==> run_1/clk_routes.png <==
Scale: 8 px per um.
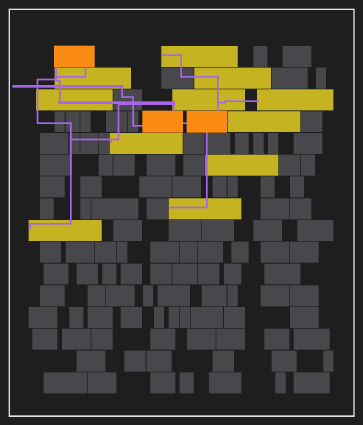
==> run_1/layer_met3.png <==
Scale: 10 px per um. Cells faint in the background.
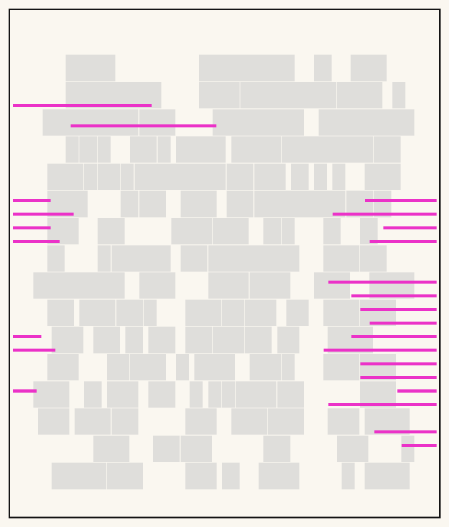
==> run_1/layer_met1.png <==
Scale: 6 px per um. Supply wires on this layer in grey.
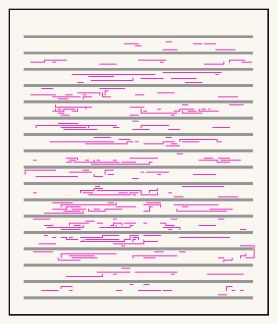
$ cat src/rtl/m6502_pkg.sv
// Shared definitions for the m6502 core: P bit positions, flag update opcodes,
// SETCLR target codes and the architectural reset value of P.
package m6502_pkg;

  localparam int P_C = 0;
  localparam int P_Z = 1;
  localparam int P_I = 2;
  localparam int P_D = 3;
  localparam int P_B = 4;
  localparam int P_U = 5;
  localparam int P_V = 6;
  localparam int P_N = 7;

  localparam logic [2:0] FLAG_OP_HOLD   = 3'b000;
  localparam logic [2:0] FLAG_OP_NZ     = 3'b001;
  localparam logic [2:0] FLAG_OP_NZCV   = 3'b010;
  localparam logic [2:0] FLAG_OP_NZC    = 3'b011;
  localparam logic [2:0] FLAG_OP_BIT    = 3'b100;
  localparam logic [2:0] FLAG_OP_PULL   = 3'b101;
  localparam logic [2:0] FLAG_OP_SETCLR = 3'b110;
  localparam logic [2:0] FLAG_OP_RSVD   = 3'b111;

  localparam logic [1:0] FSEL_C = 2'd0;
  localparam logic [1:0] FSEL_I = 2'd1;
  localparam logic [1:0] FSEL_D = 2'd2;
  localparam logic [1:0] FSEL_V = 2'd3;

  localparam logic [7:0] RST_P_DEFAULT = 8'h24;

  // Flags that always have storage; D lives apart because it may be compiled out.
  typedef struct packed {
    logic n;
    logic v;
    logic i;
    logic z;
    logic c;
  } flags_t;

  function automatic logic is_zero(input logic [7:0] y);
    return (y == 8'h00);
  endfunction

endpackage

$ cat src/rtl/m6502_nmi_edge.sv
// NMI front end: synchronises the asynchronous nmi_n, detects its falling edge
// and holds a pending request until the sequencer acknowledges the vector.
module m6502_nmi_edge #(
  parameter int NMI_SYNC = 2
) (
  input  logic clk,
  input  logic rst_n,
  input  logic nmi_n,
  input  logic nmi_ack,
  output logic nmi_pend
);

  logic [NMI_SYNC-1:0] sync_q;
  logic                last_q;
  logic                fall;

  // Only a high-to-low transition of the synchronised line counts, so a
  // held-low nmi_n produces a single request.
  assign fall = last_q & ~sync_q[NMI_SYNC-1];

  always_ff @(posedge clk or negedge rst_n) begin
    if (!rst_n) begin
      sync_q   <= '1;
      last_q   <= 1'b1;
      nmi_pend <= 1'b0;
    end else begin
      // NOTE: sequential state uses non-blocking assignments so every flop
      // samples pre-edge values regardless of statement order.
      sync_q   <= {sync_q[NMI_SYNC-2:0], nmi_n};
      last_q   <= sync_q[NMI_SYNC-1];
      nmi_pend <= fall | (nmi_pend & ~nmi_ack);
    end
  end

endmodule

$ cat src/rtl/m6502_status_reg.sv
// m6502 processor status register with delayed I mask, IRQ request and NMI latch.
// Define M6502_DECIMAL_EN to store the D flag; otherwise D reads as 0 (2A03 style).
module m6502_status_reg
  import m6502_pkg::*;
#(
  parameter logic [7:0] RST_P    = RST_P_DEFAULT,
  parameter int         NMI_SYNC = 2
) (
  input  logic       clk,
  input  logic       rst_n,
  input  logic       en,
  input  logic [2:0] flag_op,
  input  logic [7:0] alu_y,
  input  logic       alu_cout,
  input  logic       alu_vout,
  input  logic [7:0] p_din,
  input  logic [1:0] fsel,
  input  logic       fval,
  input  logic       b_push,
  input  logic       sync_i,
  input  logic       intr_entry,
  input  logic       irq_n,
  input  logic       nmi_n,
  input  logic       nmi_ack,
  output logic [7:0] p_out,
  output logic       irq_req,
  output logic       nmi_pend
);

  flags_t f_q;
  flags_t f_nxt;
  logic   i_eff_q;
  logic   d_bit;

`ifdef M6502_DECIMAL_EN
  logic d_q;
  logic d_nxt;
  logic unused_bits;
  assign unused_bits = ^p_din[P_U:P_B];
`else
  logic unused_bits;
  assign unused_bits = ^p_din[P_U:P_D];
`endif

  always_comb begin
    // NOTE: every combinational output gets a default first, so no path
    // through the case statements can infer a latch.
    f_nxt = f_q;
`ifdef M6502_DECIMAL_EN
    d_nxt = d_q;
`endif
    case (flag_op)
      FLAG_OP_NZ: begin
        f_nxt.n = alu_y[7];
        f_nxt.z = is_zero(alu_y);
      end
      FLAG_OP_NZCV: begin
        f_nxt.n = alu_y[7];
        f_nxt.z = is_zero(alu_y);
        f_nxt.c = alu_cout;
        f_nxt.v = alu_vout;
      end
      FLAG_OP_NZC: begin
        f_nxt.n = alu_y[7];
        f_nxt.z = is_zero(alu_y);
        f_nxt.c = alu_cout;
      end
      FLAG_OP_BIT: begin
        f_nxt.z = is_zero(alu_y);
        f_nxt.n = p_din[P_N];
        f_nxt.v = p_din[P_V];
      end
      FLAG_OP_PULL: begin
        f_nxt = '{n: p_din[P_N], v: p_din[P_V], i: p_din[P_I],
                  z: p_din[P_Z], c: p_din[P_C]};
`ifdef M6502_DECIMAL_EN
        d_nxt = p_din[P_D];
`endif
      end
      FLAG_OP_SETCLR: begin
        case (fsel)
          FSEL_C: f_nxt.c = fval;
          FSEL_I: f_nxt.i = fval;
          FSEL_D: begin
`ifdef M6502_DECIMAL_EN
            d_nxt = fval;
`endif
          end
          FSEL_V: if (!fval) f_nxt.v = 1'b0;  // there is no SEV
          default: ;
        endcase
      end
      default: ;  // HOLD and the reserved code
    endcase
    // Interrupt entry masks IRQ unconditionally, winning over any I write.
    if (intr_entry) f_nxt.i = 1'b1;
  end

  always_ff @(posedge clk or negedge rst_n) begin
    if (!rst_n) begin
      f_q     <= '{n: RST_P[P_N], v: RST_P[P_V], i: RST_P[P_I],
                   z: RST_P[P_Z], c: RST_P[P_C]};
      i_eff_q <= RST_P[P_I];
      irq_req <= 1'b0;
    end else if (en) begin
      f_q <= f_nxt;
      // Sampling the pre-edge I at the opcode fetch delays CLI/SEI/PLP by one instruction.
      if (intr_entry)  i_eff_q <= 1'b1;
      else if (sync_i) i_eff_q <= f_q.i;
      irq_req <= ~irq_n & ~i_eff_q;
    end
  end

`ifdef M6502_DECIMAL_EN
  always_ff @(posedge clk or negedge rst_n) begin
    if (!rst_n)  d_q <= RST_P[P_D];
    else if (en) d_q <= d_nxt;
  end
  assign d_bit = d_q;
`else
  assign d_bit = 1'b0;
`endif

  assign p_out = {f_q.n, f_q.v, 1'b1, b_push, d_bit, f_q.i, f_q.z, f_q.c};

  m6502_nmi_edge #(
    .NMI_SYNC(NMI_SYNC)
  ) u_nmi_edge (
    .clk     (clk),
    .rst_n   (rst_n),
    .nmi_n   (nmi_n),
    .nmi_ack (nmi_ack),
    .nmi_pend(nmi_pend)
  );

endmodule

$ cat config.mk
export PLATFORM = sky130hd
export DESIGN_NAME = m6502_status_reg
export DESIGN_NICKNAME = d
export VERILOG_FILES = /design/src/rtl/m6502_pkg.sv /design/src/rtl/m6502_nmi_edge.sv /design/src/rtl/m6502_status_reg.sv
export SDC_FILE = /design/constraint.sdc
export NUM_CORES = 1
export LEC_CHECK = 0
export CAP_MARGIN = 30
export CORE_ASPECT_RATIO = 1.2
export CORE_MARGIN = 2
export CORE_UTILIZATION = 37
export CTS_BUF_LIST = sky130_fd_sc_hd__clkbuf_8
export DETAILED_ROUTE_END_ITERATION = 6
export PLACE_DENSITY_LB_ADDON = 0.1
export SLEW_MARGIN = 40
export SYNTH_ARGS = -nofsm -noshare
export SYNTH_HDL_FRONTEND = slang
export SYNTH_HIERARCHICAL = 1
export SYNTH_SLANG_ARGS = --single-unit
$ cat constraint.sdc
create_clock -name clk -period 1 [get_ports clk]
set_input_delay 0.2 -clock clk [delete_from_list [all_inputs] [get_ports clk]]
set_output_delay 0.2 -clock clk [all_outputs]
set_load 0.02 [all_outputs]
==> impl_metrics.toml, run 1 <==
# generated from flow reports
[final_timing]
finalHoldWorstSlack_ps = 261
final_min_period_over_clock_period_pct = 109
total_neg_setup_slack_ps = -139
hold_viol_final = 0
finalWorstSetupSlack_ps = -93.5
rsz0062_at_grt = "true"
finalSetupViolCount = 2
final_report_max_slew_violation_count = 0
max_freq_mhz = 915

[drt]
dr_wl_met3_um = 171
detail_route.wirelength.met1_um = 618
top_layer = "met3"
detailroute.wirelength.met2_um = 929
wl_per_cell_um = 12.4
drt_first_iter_violations = 2
via_per_inst = 4.91
drt_pre_antenna_iters = 2
drt_drc_violations_left = 0

[final_layout]
n_all_buffers = 54
numSequentialCells = 11
fillCellCount = 157
logic_gate_count = 48
comb-cell-share_pct = 29.6
fin_util_pct = 71.7
top_library_cells_by_usage_in_the_layout_fill_and_taps_aside = "17 x buf_4, 14 x clkdlybuf4s50_1, 8 x nand2_1, 8 x dlygate4sd2_1"
clock_buffer_count = 3
area_growth_pct = 77.3
clk_share_pct = 3.78
antenna-diode-count = 0
layout_top_cell_excl_fill_tap = "buf_4"
layout.nets = 155
area_share_nonclk_buffers_pct = 39.8
non_clock_inverter_count = 4
finish.cell_count_without_fillers = 139
largest_cell_class = "buffers"
largest_reg_flops = 5

[power_and_ir_drop]
pg_seq_uw = 544
irDropWorstVdd_uv = 1210
power.static_leakage_nw = 0.580
power.switching_uw = 386
switching_share_pct = 26.6
design_power_total_mw = 1.45
comb_power_share_pct = 33.3
maxPowerGroup = "sequential cells"

[critical_path]
critical-path-top-delay-family = "flip-flops"
cp_cell_sequence = "buf_6"
critPathCapture = "p_out[2]"
critical_path.startpoint = "p_out[2]$_DFFE_PN1P_"
crit_path_max_incr_delay_ps = 540
critPathBufInv = 1
critPathCaptureType = "output pin"
timing.critical_path.depth = 1
reg2reg_setup_slack_ps = -50
cp.required_ps = 800
timing_worst_setup_path_type = "reg -> out"
critical_path_arrival_ps = 890

[synth]
synth_top_cell_by_count = "nand2_1"
yosysWarningCount = 6
yosys-mux-area-fraction_pct = 7.82
synth-compound-area-share_pct = 22.3
synth.top_cells.by_area = "dfrtp_1 22%, dfstp_2 20%, mux2i_1 4.5%, nand2_1 4.5%, buf_4 3.4%"
netlist.area_leader.share_pct = 22.3
synthTopLogicFamily = "AND-OR/OR-AND gates"
post-synth-top-area-cell = "dfrtp_1"
fa_ha_area_share_pct = 0
simple_gate_area_share_pct = 17.5
synthCells = 70
fp_nets = 103
synth.ff_latch_count = 11
top_cells_by_count = "8 x nand2_1, 6 x dfrtp_1, 5 x dfstp_2, 4 x inv_1"
synth-async-reset-ratio_pct = 100
ys_chip_area_um2 = 672
syn_area_um2 = 672
synth.cellmix.xorXnorShare_pct = 0

[grt]
grt_max_degree = 12
groute.layer.met2.usage_pct = 31.1
first_global_vias = 696
grt_first_pass_wirelength_mm = 2.81

[clock_network]
clk_root_buffer_cell = "clkbuf_8"
post_cts_repair_setup_buffers = 1
cts.sinks = 11
cts.clk_slew.worst_paths_ps = 50
clock_tree.htree_level_count = 1
cts_made_buffers = 3
tritoncts = "done"
ctsResizeCount = 61
cts-hold-fix-buffers = 0

[floorplanning]
die.size.x_um = 42.9
area_of_the_core_region_mm2 = 0.00166
num_io_pins = 43
fp_util_pct = 40.4
die_y_um = 50.7
number_of_core_rows = 16
number_of_tapcells = 18

[place]
pre_cts_slack_ps = -690
port_buffers = 35
gpl.final_weighted_congestion = 0.782
post_dp_cell_area_mm2 = 0.00113

[job]
maxCapViolCount = 0
warning_count = 32

[run_status]
run_status = "finished, violations left"
violations_in_the_final_reports = "negative setup slack"
-- clk_routes.png (at the start) --
Key: orange = clock drivers [count 3]; purple = clock wires [length 139 um]; yellow = flip-flops [count 11]
There are 4 routed clock nets.
largest clock skew in the final design: 6.05 ps
clk_lat worst skew: 230 ps
Clock net power: 422 uW
share of total power in the clock network: 29.2%

-- layer_met3.png (at the start) --
The longest straight run is 14.3 um. 25 nets have wire on it. The wires run mostly horizontal. The layer holds 10% of the routed length.

-- layer_met1.png (at the start) --
The layer carries 618 um of wire. 123 nets have wire on it. The layer holds 36% of the routed length. The longest straight run is 13.8 um. The wires run mostly horizontal.
overall via count from detail_route: 682
Total Routed Length: 1.72 mm
GR met1 Demand/Resource: 17.9%

==> run_1/clocks.png <==
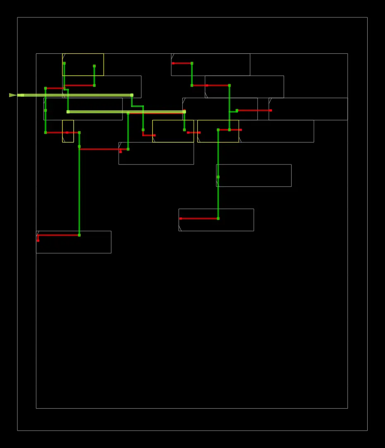

--- run 2 (diff from run 1) ---
--- a/config.mk
+++ b/config.mk
@@ -5,13 +5,12 @@
 export SDC_FILE = /design/constraint.sdc
 export NUM_CORES = 1
 export LEC_CHECK = 0
-export CAP_MARGIN = 30
 export CORE_ASPECT_RATIO = 1.2
 export CORE_MARGIN = 2
 export CORE_UTILIZATION = 37
 export CTS_BUF_LIST = sky130_fd_sc_hd__clkbuf_8
 export DETAILED_ROUTE_END_ITERATION = 6
-export PLACE_DENSITY_LB_ADDON = 0.1
+export PLACE_DENSITY = 0.81
 export SLEW_MARGIN = 40
 export SYNTH_ARGS = -nofsm -noshare
 export SYNTH_HDL_FRONTEND = slang
==> run_2/clocks.png <==
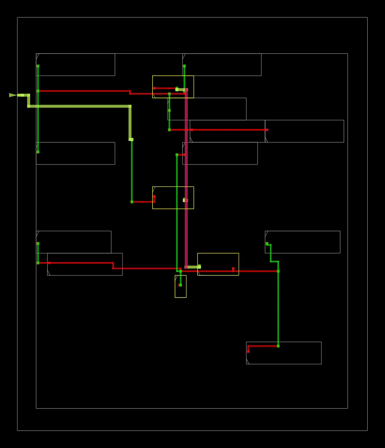
final-layout clock buffer total: 3
clk sink count: 11
final sequential cell count: 11

==> run_2/layer_met3.png <==
Scale: 10 px per um. Cells faint in the background.
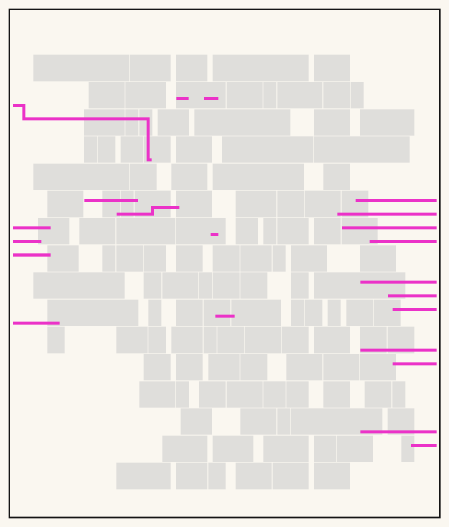
met3 track demand over resource in global routing: 5.40%
Total Routed Length: 1.90 mm
overall via count from detail_route: 696

==> run 2 against run 1 <==
The run still ends with negative setup slack left. Area after synthesis is the same. Core utilization grew 0.53 points. Power grew 2.7%. Global-route usage grew 2.0 points. Via count grew 2.1%. Clock-buffer cell count is the same. First-iteration DRC count grew to 8.0 times the previous value. Setup slack gained 16 ps. Largest power group unchanged. Highest routed layer is now met4.
==> impl_metrics.toml, run 2 <==
# generated from flow reports
[clock_network]
post_cts_repair_setup_buffers = 2
clock_tree.htree_level_count = 1
cts_made_buffers = 3
cts.clk_slew.worst_paths_ps = 60
clk_root_buffer_cell = "clkbuf_8"
ctsResizeCount = 58
tritoncts = "done"
cts-hold-fix-buffers = 0
clk-insertion-delay-late_ps = 240

[synth]
synth.top_cells.by_area = "dfrtp_1 22%, dfstp_2 20%, mux2i_1 4.5%, nand2_1 4.5%, buf_4 3.4%"
simple_gate_area_share_pct = 17.5
synth-async-reset-ratio_pct = 100
yosys-mux-area-fraction_pct = 7.82
enable_flop_cells = 0
syn_area_um2 = 672
synthTopLogicFamily = "AND-OR/OR-AND gates"
synth.ff_latch_count = 11
yosysWarningCount = 6
ys_cells = 70
fp_nets = 103
netlist.area_leader.share_pct = 22.3
post-synth-top-area-cell = "dfrtp_1"
synth.cellmix.xorXnorShare_pct = 0
synthCells = 70
synth-compound-area-share_pct = 22.3
fa_ha_area_share_pct = 0
yosys.cell_types.count = 35
yosysSeqAreaShare_pct = 41.9
synth_top_cell_by_count = "nand2_1"
ys_chip_area_um2 = 672
top_cells_by_count = "8 x nand2_1, 6 x dfrtp_1, 5 x dfstp_2, 4 x inv_1"

[final_layout]
finish.cell_count_without_fillers = 140
area_growth_pct = 78.6
area_share_nonclk_buffers_pct = 40.8
top_library_cells_by_usage_in_the_layout_fill_and_taps_aside = "24 x buf_4, 18 x clkdlybuf4s50_1, 8 x nand2_1, 6 x dfrtp_1"
layout.nets = 156
fillCellCount = 114
clk_share_pct = 3.75
ff_latch_area_um2 = 282
antenna-diode-count = 0
largest_cell_class = "buffers"
final_design_instance_area_without_fill_mm2 = 0.00120
seqAreaFraction_pct = 23.5
logic_gate_count = 48
non_clock_inverter_count = 4
n_all_buffers = 55
layout_top_cell_excl_fill_tap = "buf_4"
largest_reg_flops = 5
comb-cell-share_pct = 28.9

[critical_path]
reg2reg_setup_slack_ps = -10
r2r-start = "p_out[2]$_DFFE_PN1P_"
crit_path_max_incr_delay_ps = 530
rr_endpoint = "p_out[2]$_DFFE_PN1P_"
critPathBufInv = 1
critical_path_arrival_ps = 880
timing.critical_path.depth = 1
cp_slowest_cell = "dfstp_2"
critPathCapture = "p_out[2]"
timing_worst_setup_path_type = "reg -> out"
worst-path-max-fanout = 2
ff2ff_path_depth = 4
cp_cell_sequence = "buf_6"
cp.required_ps = 800
critical-path-top-delay-family = "flip-flops"
critical_path.startpoint = "p_out[2]$_DFFE_PN1P_"
critPathCaptureType = "output pin"
startpoint_type = "flip-flop"

[power_and_ir_drop]
clock_power_uw = 442
power.static_leakage_nw = 0.573
design_power_total_mw = 1.49
share_seq_of_total_power_pct = 36.5
irDropWorstVdd_uv = 1030
cellInternalPower_mw = 1.08
power_per_standard_cell_area_mw_per_mm2 = 1240
share_clk_of_total_power_pct = 29.7
power.switching_uw = 407
pg_seq_uw = 543
switching_share_pct = 27.3
comb_power_uw = 503
comb_power_share_pct = 33.8
maxPowerGroup = "sequential cells"

[drt]
drt_pre_antenna_iters = 4
top_layer = "met4"
via_per_inst = 4.97
detail_route.wirelength.met1_um = 773
wl_per_cell_um = 13.6
drt_first_iter_violations = 16
dr_wl_met3_um = 118
drt_drc_violations_left = 0
detailroute.wirelength.met2_um = 984

[floorplanning]
fp_util_pct = 40.4
num_io_pins = 43
die_y_um = 50.7
number_of_core_rows = 16
number_of_tapcells = 18
die.size.x_um = 42.9

[final_timing]
finalHoldWorstSlack_ps = 271
finalSetupViolCount = 2
rsz0062_at_grt = "true"
final.setup_skew_ps = 7.26
hold_viol_final = 0
total_neg_setup_slack_ps = -87.4
finalWorstSetupSlack_ps = -77.6
final_report_max_slew_violation_count = 0
final_min_period_over_clock_period_pct = 108
max_freq_mhz = 928

[place]
pre_cts_slack_ps = -753
placed_cells = 131
gpl.final_weighted_congestion = 0.769
post_dp_cell_area_mm2 = 0.00111
port_buffers = 35

[job]
warning_count = 32
maxCapViolCount = 0

[grt]
groute.layer.met2.usage_pct = 32.8
grt_first_pass_wirelength_mm = 2.99
grt_max_degree = 12
first_global_vias = 702
met1_usage_pct = 20.4

[run_status]
run_status = "finished, violations left"
violations_in_the_final_reports = "negative setup slack"

[hold_path]
timing.hold.worst.class = "in -> async"
==> run_2/cell_density.png <==
Scale: 8 px per um. The die is cut into 9 by 10 equal tiles; white is low, dark blue is high, 0 to 100% covered.
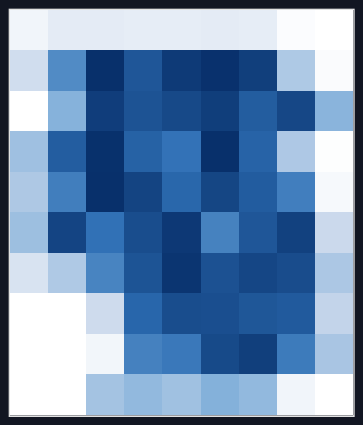
The mean over all tiles is 54%. The densest ninth of the die: centre. The fullest tile reaches 100%. The emptiest ninth of the die: south-west.
area of the core region: 0.00166 mm^2
utilization after layout: 72.2%

==> run_2/layer_met1.png <==
Scale: 6 px per um. Supply wires on this layer in grey.
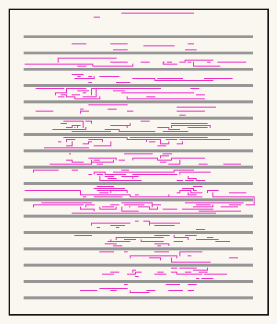

--- run 3 (diff from run 2) ---
--- a/config.mk
+++ b/config.mk
@@ -11,6 +11,7 @@
 export CTS_BUF_LIST = sky130_fd_sc_hd__clkbuf_8
 export DETAILED_ROUTE_END_ITERATION = 6
 export PLACE_DENSITY = 0.81
+export SETUP_SLACK_MARGIN = 0.4
 export SLEW_MARGIN = 40
 export SYNTH_ARGS = -nofsm -noshare
 export SYNTH_HDL_FRONTEND = slang
==> run_3/layer_met1.png <==
Scale: 6 px per um. Supply wires on this layer in grey.
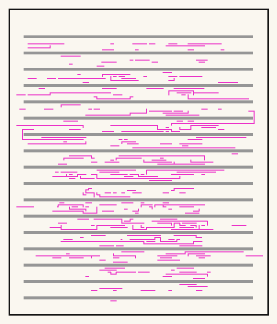
overall via count from detail_route: 728
GR met1 Demand/Resource: 20.1%
Total Routed Length: 2.01 mm

==> run_3/cell_density.png <==
Scale: 8 px per um. The die is cut into 9 by 10 equal tiles; white is low, dark blue is high, 0 to 100% covered.
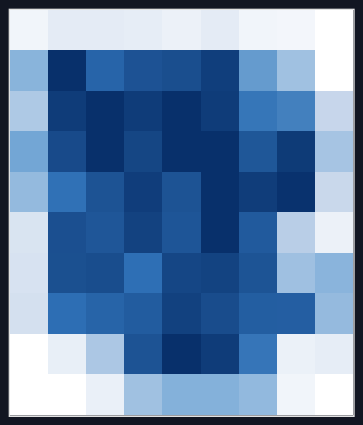
48% of the tiles are over 75% full. The fullest tile reaches 100%. The mean over all tiles is 58%. The emptiest ninth of the die: south-west.

==> run_3/layer_met3.png <==
Scale: 10 px per um. Cells faint in the background.
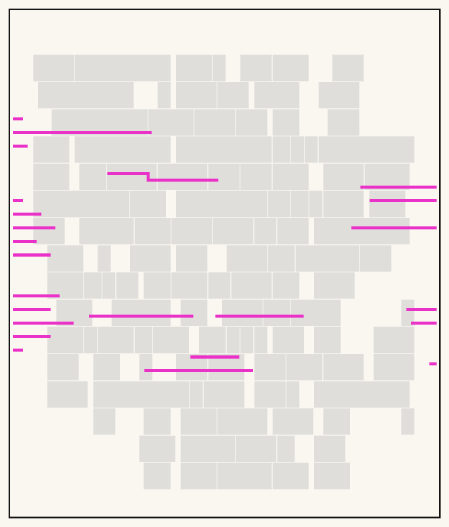
met3 track demand over resource in global routing: 6.47%

==> run 3 against run 2 <==
The flow still finishes with violations (negative setup slack). Global-route usage fell by 0.45 points. Fmax fell by 1.9%. Register-to-register slack got worse by 20 ps. Cell count fell by 0.71%. Via count rose by 4.6%. Synthesized cell count did not move. Sequential share of layout area fell by 1.2 points. Worst hold slack got worse by 23 ps. Clock skew rose by 3.2 ps.
==> impl_metrics.toml, run 3 <==
# generated from flow reports
[critical_path]
reg2reg_setup_slack_ps = -30
startpoint_type = "flip-flop"
cp_slowest_cell = "dfstp_2"
worst-path-max-fanout = 2
cp.required_ps = 800
crit_path_max_incr_delay_ps = 540
critPathBufInv = 1
critical_path_arrival_ps = 900
critical_path.startpoint = "p_out[2]$_DFFE_PN1P_"
critPathCaptureType = "output pin"
critical-path-top-delay-family = "flip-flops"
ff2ff_path_depth = 4
r2r-start = "p_out[2]$_DFFE_PN1P_"
timing_worst_setup_path_type = "reg -> out"
timing.critical_path.depth = 1
cp_cell_sequence = "buf_6"
rr_endpoint = "p_out[2]$_DFFE_PN1P_"

[synth]
ys_cells = 70
top_cells_by_count = "8 x nand2_1, 6 x dfrtp_1, 5 x dfstp_2, 4 x inv_1"
synth_top_cell_by_count = "nand2_1"
fa_ha_area_share_pct = 0
yosysWarningCount = 6
yosys.cell_types.count = 35
fp_nets = 103
enable_flop_cells = 0
synth.ff_latch_count = 11
synthTopLogicFamily = "AND-OR/OR-AND gates"
yosys-mux-area-fraction_pct = 7.82
simple_gate_area_share_pct = 17.5
synth.top_cells.by_area = "dfrtp_1 22%, dfstp_2 20%, mux2i_1 4.5%, nand2_1 4.5%, buf_4 3.4%"
syn_area_um2 = 672
synth-compound-area-share_pct = 22.3
synthCells = 70
synth.cellmix.xorXnorShare_pct = 0
ys_chip_area_um2 = 672
netlist.area_leader.share_pct = 22.3
yosysSeqAreaShare_pct = 41.9
synth-async-reset-ratio_pct = 100

[final_layout]
fillCellCount = 106
final_design_instance_area_without_fill_mm2 = 0.00129
clk_share_pct = 3.49
drive_gt1_share_pct = 50.4
seqAreaFraction_pct = 22.3
fin_util_pct = 77.6
largest_reg_flops = 5
finish.cell_count_without_fillers = 139
layout_top_cell_excl_fill_tap = "buf_6"
antenna-diode-count = 0
top_library_cells_by_usage_in_the_layout_fill_and_taps_aside = "17 x buf_6, 11 x dlygate4sd2_1, 10 x clkdlybuf4s50_1, 10 x buf_4, 7 x nand2_1"
layout.nets = 155
numSequentialCells = 11
area_share_nonclk_buffers_pct = 41.3
non_clock_inverter_count = 4
area_growth_pct = 92.0
comb-cell-share_pct = 30.0
n_all_buffers = 54
ff_latch_area_um2 = 288

[run_status]
run_status = "finished, violations left"
violations_in_the_final_reports = "negative setup slack"

[drt]
wl_per_cell_um = 14.5
detail_route.wirelength.met1_um = 752
drt_pre_antenna_iters = 4
drt_drc_violations_left = 0
dr_wl_met3_um = 118
detailroute.wirelength.met2_mm = 1.13
detail-route-antenna-nets = 0
drt_first_iter_violations = 10
top_layer = "met4"

[clock_network]
ctsResizeCount = 99
cts_made_buffers = 3
clock_tree.htree_level_count = 1
clk-insertion-delay-late_ps = 240
cts-hold-fix-buffers = 0
post_cts_repair_setup_buffers = 5
clk_root_buffer_cell = "clkbuf_8"
cts.sinks = 11
cts.clk_slew.worst_paths_ps = 60
tritoncts = "done"

[grt]
grt_max_degree = 12
grt_first_pass_wirelength_mm = 3.01
groute.layer.met2.usage_pct = 32.6
first_global_vias = 719

[floorplanning]
die_y_um = 50.7
num_io_pins = 43
die.size.x_um = 42.9
area_of_the_core_region_mm2 = 0.00166
number_of_tapcells = 18
number_of_core_rows = 16

[place]
pre_cts_slack_ps = -766
gpl.final_weighted_congestion = 0.786
post_dp_cell_area_mm2 = 0.00110
port_buffers = 35
placed_cells = 129

[power_and_ir_drop]
cellInternalPower_mw = 1.11
comb_power_uw = 539
maxPowerGroup = "sequential cells"
comb_power_share_pct = 35.0
switching_share_pct = 27.9
share_clk_of_total_power_pct = 28.6
share_seq_of_total_power_pct = 36.4
power.static_leakage_nw = 0.588
power_per_standard_cell_area_mw_per_mm2 = 1190
irDropWorstVdd_uv = 1400
pg_seq_uw = 560
clock_power_uw = 440
power.switching_uw = 430

[job]
warning_count = 32
maxCapViolCount = 0

[final_timing]
rsz0062_at_grt = "true"
max_freq_mhz = 911
total_neg_setup_slack_ps = -123
finalWorstSetupSlack_ps = -98.0
finalHoldWorstSlack_ps = 248
finalSetupViolCount = 2

[hold_path]
timing.hold.worst.class = "in -> async"
Power and IR drop assume default switching activity.
